<file path="src/rtl/dmem_arbiter.sv">
// dmem_arbiter
//   Two-port round-robin arbiter and sequencer in front of a single-port data
//   memory with combinational read data. Port 0 is the core load/store path,
//   port 1 the debug/DMA loader. Each granted request takes three cycles
//   (IDLE -> ACCESS -> RESP). The address is range- and alignment-checked,
//   and the owner receives a one-cycle response.
//
// Ports
//   clk, rst                       clock, asynchronous active-high reset
//   pN_valid/pN_ready              request handshake (N = 0, 1)
//   pN_we, pN_addr, pN_wdata       request: write flag, byte address, data
//   pN_rsp_valid                   one-cycle response pulse to the owner
//   rsp_rdata, rsp_err             shared response payload
//   mem_addr, mem_data_in,
//   mem_wr_en, mem_data_out        single-port memory interface
//
// state  | meaning
// -------+--------------------------------------------------------------
// IDLE   | arbitrate; the winner sees ready and its request is latched
// ACCESS | latched request drives memory; write commits at the end edge
// RESP   | owner's rsp_valid pulses with captured rdata/err
module dmem_arbiter #(
  parameter logic [31:0] BASE_ADDR   = 32'h1001_0000,
  parameter int          DEPTH_WORDS = 1024
) (
  input  logic        clk,
  input  logic        rst,
  input  logic        p0_valid,
  output logic        p0_ready,
  input  logic        p0_we,
  input  logic [31:0] p0_addr,
  input  logic [31:0] p0_wdata,
  output logic        p0_rsp_valid,
  input  logic        p1_valid,
  output logic        p1_ready,
  input  logic        p1_we,
  input  logic [31:0] p1_addr,
  input  logic [31:0] p1_wdata,
  output logic        p1_rsp_valid,
  output logic [31:0] rsp_rdata,
  output logic        rsp_err,
  output logic [31:0] mem_addr,
  output logic [31:0] mem_data_in,
  output logic        mem_wr_en,
  input  logic [31:0] mem_data_out
);

  // End of the window, one past the last byte. It is held in 33 bits so a
  // window that reaches the top of the address space does not wrap to a
  // small value.
  localparam logic [32:0] END_ADDR = {1'b0, BASE_ADDR} + 33'(4 * DEPTH_WORDS);

  typedef enum logic [1:0] {IDLE, ACCESS, RESP} state_t;

  state_t state;
  logic   last_grant;
  logic   owner;
  logic   we_q;
  logic   grant_0;
  logic   grant_1;
  logic   addr_err;

  // mem_addr holds the latched request address from the accept edge onward,
  // so the range check runs directly on it.
  assign addr_err = (mem_addr[1:0] != 2'b00) ||
                    (mem_addr < BASE_ADDR) ||
                    ({1'b0, mem_addr} >= END_ADDR);

  // On a tie, the port that was not granted last wins. Readies are held low
  // while reset is asserted, so every output reads 0 during reset.
  always_comb begin
    grant_0 = 1'b0;
    grant_1 = 1'b0;
    if (state == IDLE && !rst) begin
      if (p0_valid && p1_valid) begin
        grant_0 = last_grant;
        grant_1 = ~last_grant;
      end else begin
        grant_0 = p0_valid;
        grant_1 = p1_valid;
      end
    end
  end

  assign p0_ready = grant_0;
  assign p1_ready = grant_1;

  // This is a decode of registered state. When reset asserts, the state
  // clears asynchronously, so the write enable falls at once and a pending
  // write is abandoned.
  assign mem_wr_en = (state == ACCESS) && we_q && !addr_err;

  always_ff @(posedge clk or posedge rst) begin
    if (rst) begin
      state        <= IDLE;
      last_grant   <= 1'b1;
      owner        <= 1'b0;
      we_q         <= 1'b0;
      mem_addr     <= '0;
      mem_data_in  <= '0;
      rsp_rdata    <= '0;
      rsp_err      <= 1'b0;
      p0_rsp_valid <= 1'b0;
      p1_rsp_valid <= 1'b0;
    end else begin
      p0_rsp_valid <= 1'b0;
      p1_rsp_valid <= 1'b0;
      case (state)
        IDLE: begin
          if (grant_0 || grant_1) begin
            owner       <= grant_1;
            last_grant  <= grant_1;
            we_q        <= grant_1 ? p1_we : p0_we;
            mem_addr    <= grant_1 ? p1_addr : p0_addr;
            mem_data_in <= grant_1 ? p1_wdata : p0_wdata;
            state       <= ACCESS;
          end
        end
        ACCESS: begin
          rsp_err      <= addr_err;
          rsp_rdata    <= (we_q || addr_err) ? 32'h0 : mem_data_out;
          p0_rsp_valid <= ~owner;
          p1_rsp_valid <= owner;
          state        <= RESP;
        end
        RESP: begin
          state <= IDLE;
        end
        default: begin
          state <= IDLE;
        end
      endcase
    end
  end

endmodule
</file>
<file path="config.mk">
export PLATFORM = sky130hd
export DESIGN_NAME = dmem_arbiter
export DESIGN_NICKNAME = d
export VERILOG_FILES = /design/src/rtl/dmem_arbiter.sv
export SDC_FILE = /design/constraint.sdc
export NUM_CORES = 1
export LEC_CHECK = 0
export CAP_MARGIN = 20
export CORE_AREA = 2 2 124 126
export CTS_CLUSTER_SIZE = 14
export DETAILED_ROUTE_END_ITERATION = 10
export DIE_AREA = 0 0 126 128
export GPL_TIMING_DRIVEN = 0
export PLACE_DENSITY = 0.73
export SYNTH_ARGS = -nofsm -noshare
export SYNTH_HDL_FRONTEND = slang
export SYNTH_SLANG_ARGS = --single-unit
</file>
<file path="constraint.sdc">
create_clock -name clk -period 4.8 [get_ports clk]
set_input_delay 0.48 -clock clk [delete_from_list [all_inputs] [get_ports clk]]
set_output_delay 0.48 -clock clk [all_outputs]
set_load 0.01 [all_outputs]
</file>
### Metal 3, run 1

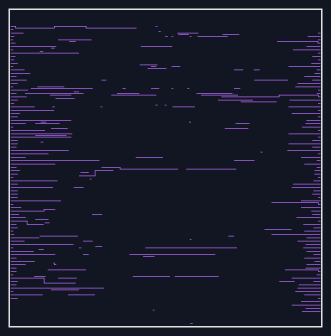
main direction: horizontal
wire length on this layer: 1,850 microns
Vias: 5,912
drt total wl: 20.11 mm
met3 usage: 6.344%

### Placement view, run 1

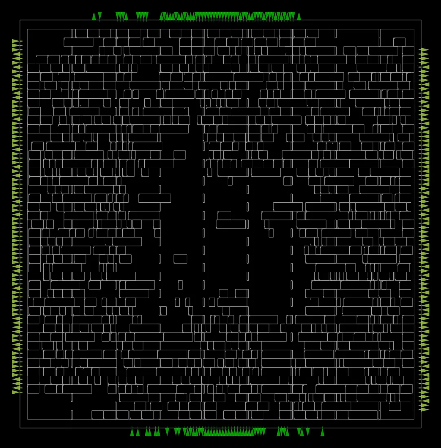
Final Non-Filler Cells: 1,041
site row count: 45
Fill cells: 1,346
FFs & Latches: 104

### Register map, names as in the netlist, run 1

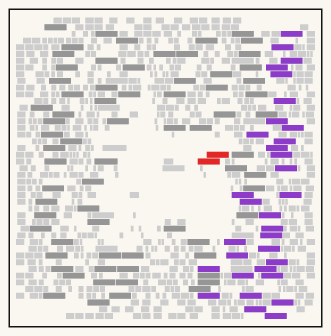
legend:
  red:
    name_in_the_netlist: `state`
    placed_flops: 2
  purple:
    name_in_the_netlist: `rsp_rdata`
    placed_flops: 32
    where: a vertical strip on the right
Reg area: 2604 sq um
sequential cell area share: 30.76%
seq pwr: 1.41 mW
final core occ: 56.95%

==> results.yml, run 1 <==
# flow metrics
worst_setup_path:
  setup.worst_path.end_class: "primary output"
  crit_type: "reg -> out"
  cp-start-kind: "register"
  cp_top_family: "simple AND/OR/NAND/NOR gates"
  crit_buf_inv: 2
  rr_worst_depth: 4
  r2r_start: "mem_addr[30]"
power:
  power_leader: "combinational cells"
  power_mw: 3.954
  combPwrFrac_pct: 46.4
  comb_power_mw: 1.83
  power-per-cell-area_nw_per_um2: 467.1
  p_clk_share_pct: 18.0
die:
  taps: 188
  die_h_microns: 128
grt:
  antenna_found_initial: 0
  grt_usage_pct: 24.70
  met2_usage_pct: 38.55
  grt-ovfl-total: 0
  grt_busiest_layer: "met2"
timing:
  max_freq_mhz: 300.1
  finalCriticalPeriod_ns: 3.332
  hold_violations: 0
min_path:
  holdPathEnd: "p0_rsp_valid"
  min-delay-start: "owner"
flow_run:
  warnings: 26
final_layout:
  buf_share_pct: 35.77
  inverters: 39
  largest_cell_class: "non-clock buffers"
  clockBufferCount: 10
  lay_top_count: "clkdlybuf4s50_1"
  final_area_sq_um: 8466
clocking:
  post_cts_resized: 0
  post_cts_buffers: 0
logic_synthesis:
  yosys.stat.chipArea_sq_um: 5245
  floorplan.nets: 735
  yosysTopAreaCell: "dfrtp_1"
  topCellsByArea: "dfrtp_1 (49%), o31ai_1 (9.3%), nand4_1 (7.9%)"
  yosysSeqAreaShare_pct: 49.64
  simple_gate_share_pct: 18.32
  syn_avg_cell_area_sq_um: 9.218
detailed_routing:
  postRouteAntennaNets: 0
status:
  outcome: "finished clean"
### I/O nets highlighted, run 1

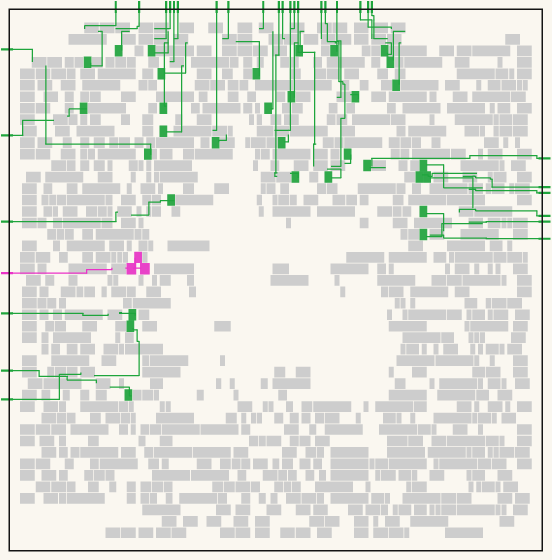

==> run 2: changes to the inputs <==
PLACE_DENSITY = 0.76   (was 0.73)
clock period = 3 ns   (was 4.8 ns; I/O delays follow)
### I/O nets highlighted, run 2

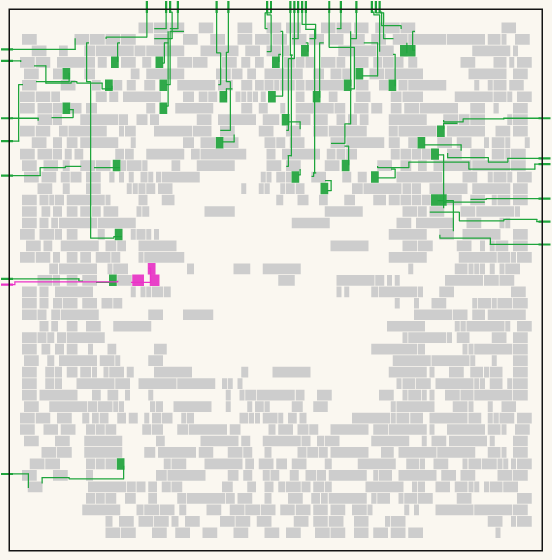
legend:
  green:
    port: `p1_addr`
    bits: 32
    direction: input
    edge: 19 top, 7 left, 6 right
    end_cells: 32
    wire: 912 microns
  magenta:
    port: `rst`
    bits: 1
    direction: input
    edge: left
    end_cells: 3
    wire: 34.4 microns
IO Pins: 268
Port-buffer cells: 267

==> run 2 against run 1 <==
  * Count of clock-buffer cells in the layout did not move
  * Worst hold slack lost 0.0057 ns
  * Final area grew 1.3%
  * Sequential share of layout area is 0.41 points lower
  * Register-to-register slack worse by 1.6 ns
  * Sequential power is about 60% higher
  * Die size unchanged
  * Non-clock buffer count up 3
  * Via count is 1.3% higher
  * Clock power up 98%
  * Final cell count up 0.29%
  * Sequential cell count is the same
==> results.yml, run 2 <==
# flow metrics
logic_synthesis:
  syn_avg_cell_area_sq_um: 9.218
  synth.yosys.warnings: 0
  floorplan.nets: 735
  yosysTopAreaCell: "dfrtp_1"
  yosysSeqAreaShare_pct: 49.64
  yosys.stat.chipArea_sq_um: 5245
  simple_gate_share_pct: 18.32
  netlist_logic_family_top: "AND-OR/OR-AND gates"
final_layout:
  flops: 104
  fin_util_pct: 57.72
  inverters: 39
  seq_share_pct: 30.35
  layout.area.seq_sq_um: 2604
  final_cells: 1044
  buf_share_pct: 35.64
  clockBufferCount: 10
  lay_top_count: "clkdlybuf4s50_1"
  final_area_sq_um: 8579
die:
  taps: 188
  num_rows: 45
  die_h_microns: 128
grt:
  grt_pass1_wl_mm: 31.57
  met3_usage_pct: 5.968
  grt-ovfl-total: 0
  grt_busiest_layer: "met2"
  met2_usage_pct: 40.01
  antenna_found_initial: 0
worst_setup_path:
  crit_type: "reg -> out"
  cp_top_family: "buffers and inverters"
  cp-start-kind: "register"
  setup.worst_path.end_class: "primary output"
  rr_worst_depth: 6
  crit_buf_inv: 5
  reg2reg_slack_ns: 0.89
  r2r_start: "state[0]"
status:
  outcome: "finished clean"
clocking:
  cts_num_sinks: 104
  post_cts_buffers: 2
  post_cts_resized: 0
min_path:
  min-delay-start: "owner"
  holdPathEnd: "p0_rsp_valid"
timing:
  drv_slew: 0
  hold_violations: 0
  finalCriticalPeriod_ns: 2.864
  max_freq_mhz: 349.2
power:
  power-per-cell-area_nw_per_um2: 769.4
  pg_seq_mw: 2.25
  combPwrFrac_pct: 44.6
  power_leader: "combinational cells"
  comb_power_mw: 2.95
  p_clk_share_pct: 21.3
flow_run:
  warnings: 26
detailed_routing:
  postRouteAntennaNets: 0
### Wiring heat map, run 2

25 x 26 tiles, from black (low) to pale yellow (high), scaled to the fullest tile. Values are wire area over tile area, all layers added.
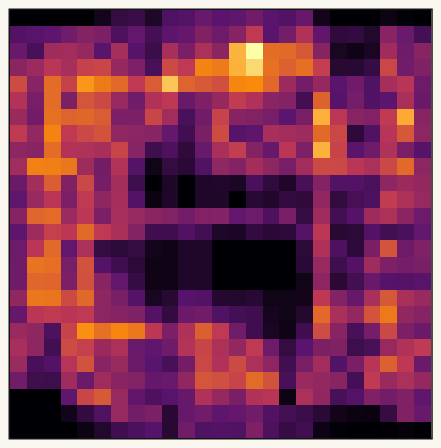
mean over tiles: 0.21
nearly empty tiles: 6.9%
fullest tile: 0.64
tiles over half the peak: 19%
drt total wl: 20.47 mm
DR WL/cell: 19.61 microns
Total Routing Usage GR: 24.89%
Vias: 5,991

==> run 3: changes to the inputs <==
CTS_CLUSTER_SIZE = 10   (was 14)
### I/O nets highlighted, run 3

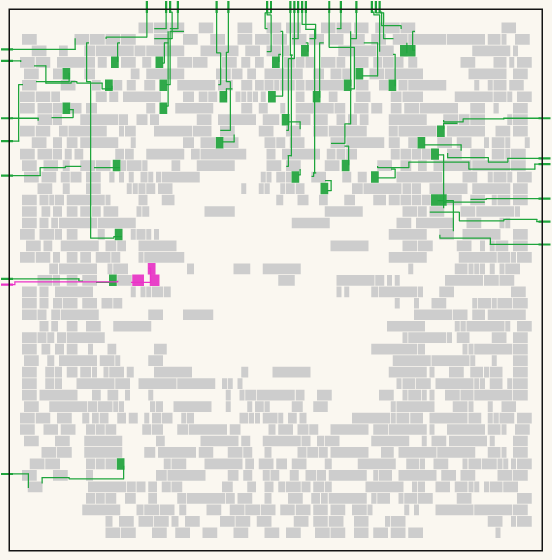
legend:
  green:
    port: `p1_addr`
    bits: 32
    direction: input
    edge: 19 top, 7 left, 6 right
    end_cells: 32
    wire: 912 microns
  magenta:
    port: `rst`
    bits: 1
    direction: input
    edge: left
    end_cells: 3
    wire: 34.4 microns

==> run 3 against run 2 <==
  * Clock power is essentially flat
  * Die size is the same
  * Critical path depth is the same
  * Routed wire length is the same
  * Sequential power is essentially flat
  * Count of clock-buffer cells in the layout is the same
  * Global-route usage is the same
  * Synthesized cell count is the same
  * Clock skew is the same
  * Critical endpoint unchanged
==> results.yml, run 3 <==
# flow metrics
status:
  outcome: "finished clean"
final_layout:
  clockBufferCount: 10
  flops: 104
  lay_top_count: "clkdlybuf4s50_1"
  final_area_sq_um: 8579
  final_cells: 1044
  inverters: 39
  fin_util_pct: 57.72
  layout.area.seq_sq_um: 2604
  fillers: 1325
timing:
  drv_slew: 0
  finalCriticalPeriod_ns: 2.864
  hold_violations: 0
  max_freq_mhz: 349.2
power:
  power_mw: 6.601
  comb_power_mw: 2.95
  pg_seq_mw: 2.25
  power-per-cell-area_nw_per_um2: 769.4
  combPwrFrac_pct: 44.6
  p_clk_share_pct: 21.3
worst_setup_path:
  cp-start-kind: "register"
  reg2reg_slack_ns: 0.89
  crit_buf_inv: 5
  r2r_start: "state[0]"
  rr_worst_depth: 6
  cp_top_family: "buffers and inverters"
min_path:
  min-delay-start: "owner"
clocking:
  post_cts_buffers: 2
  post_cts_resized: 0
  cts_num_sinks: 104
die:
  taps: 188
  num_io_pins: 268
  num_rows: 45
grt:
  met2_usage_pct: 40.01
  antenna_found_initial: 0
  grt_usage_pct: 24.89
  grt_pass1_wl_mm: 31.57
flow_run:
  warnings: 26
logic_synthesis:
  simple_gate_share_pct: 18.32
  yosysTopAreaCell: "dfrtp_1"
  floorplan.nets: 735
  yosys.stat.chipArea_sq_um: 5245
  syn_avg_cell_area_sq_um: 9.218
detailed_routing:
  wl_per_cell_microns: 19.61
place:
  port_buffers: 267
### Metal 3, run 3

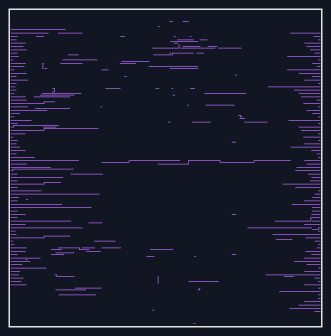
wire length on this layer: 1,730 microns
share of all routed wire: 8.5%
longest straight run: 35.6 microns
nets with wire on the layer: 215
met3 usage: 5.968%

Power is estimated from default activity; no workload was simulated.
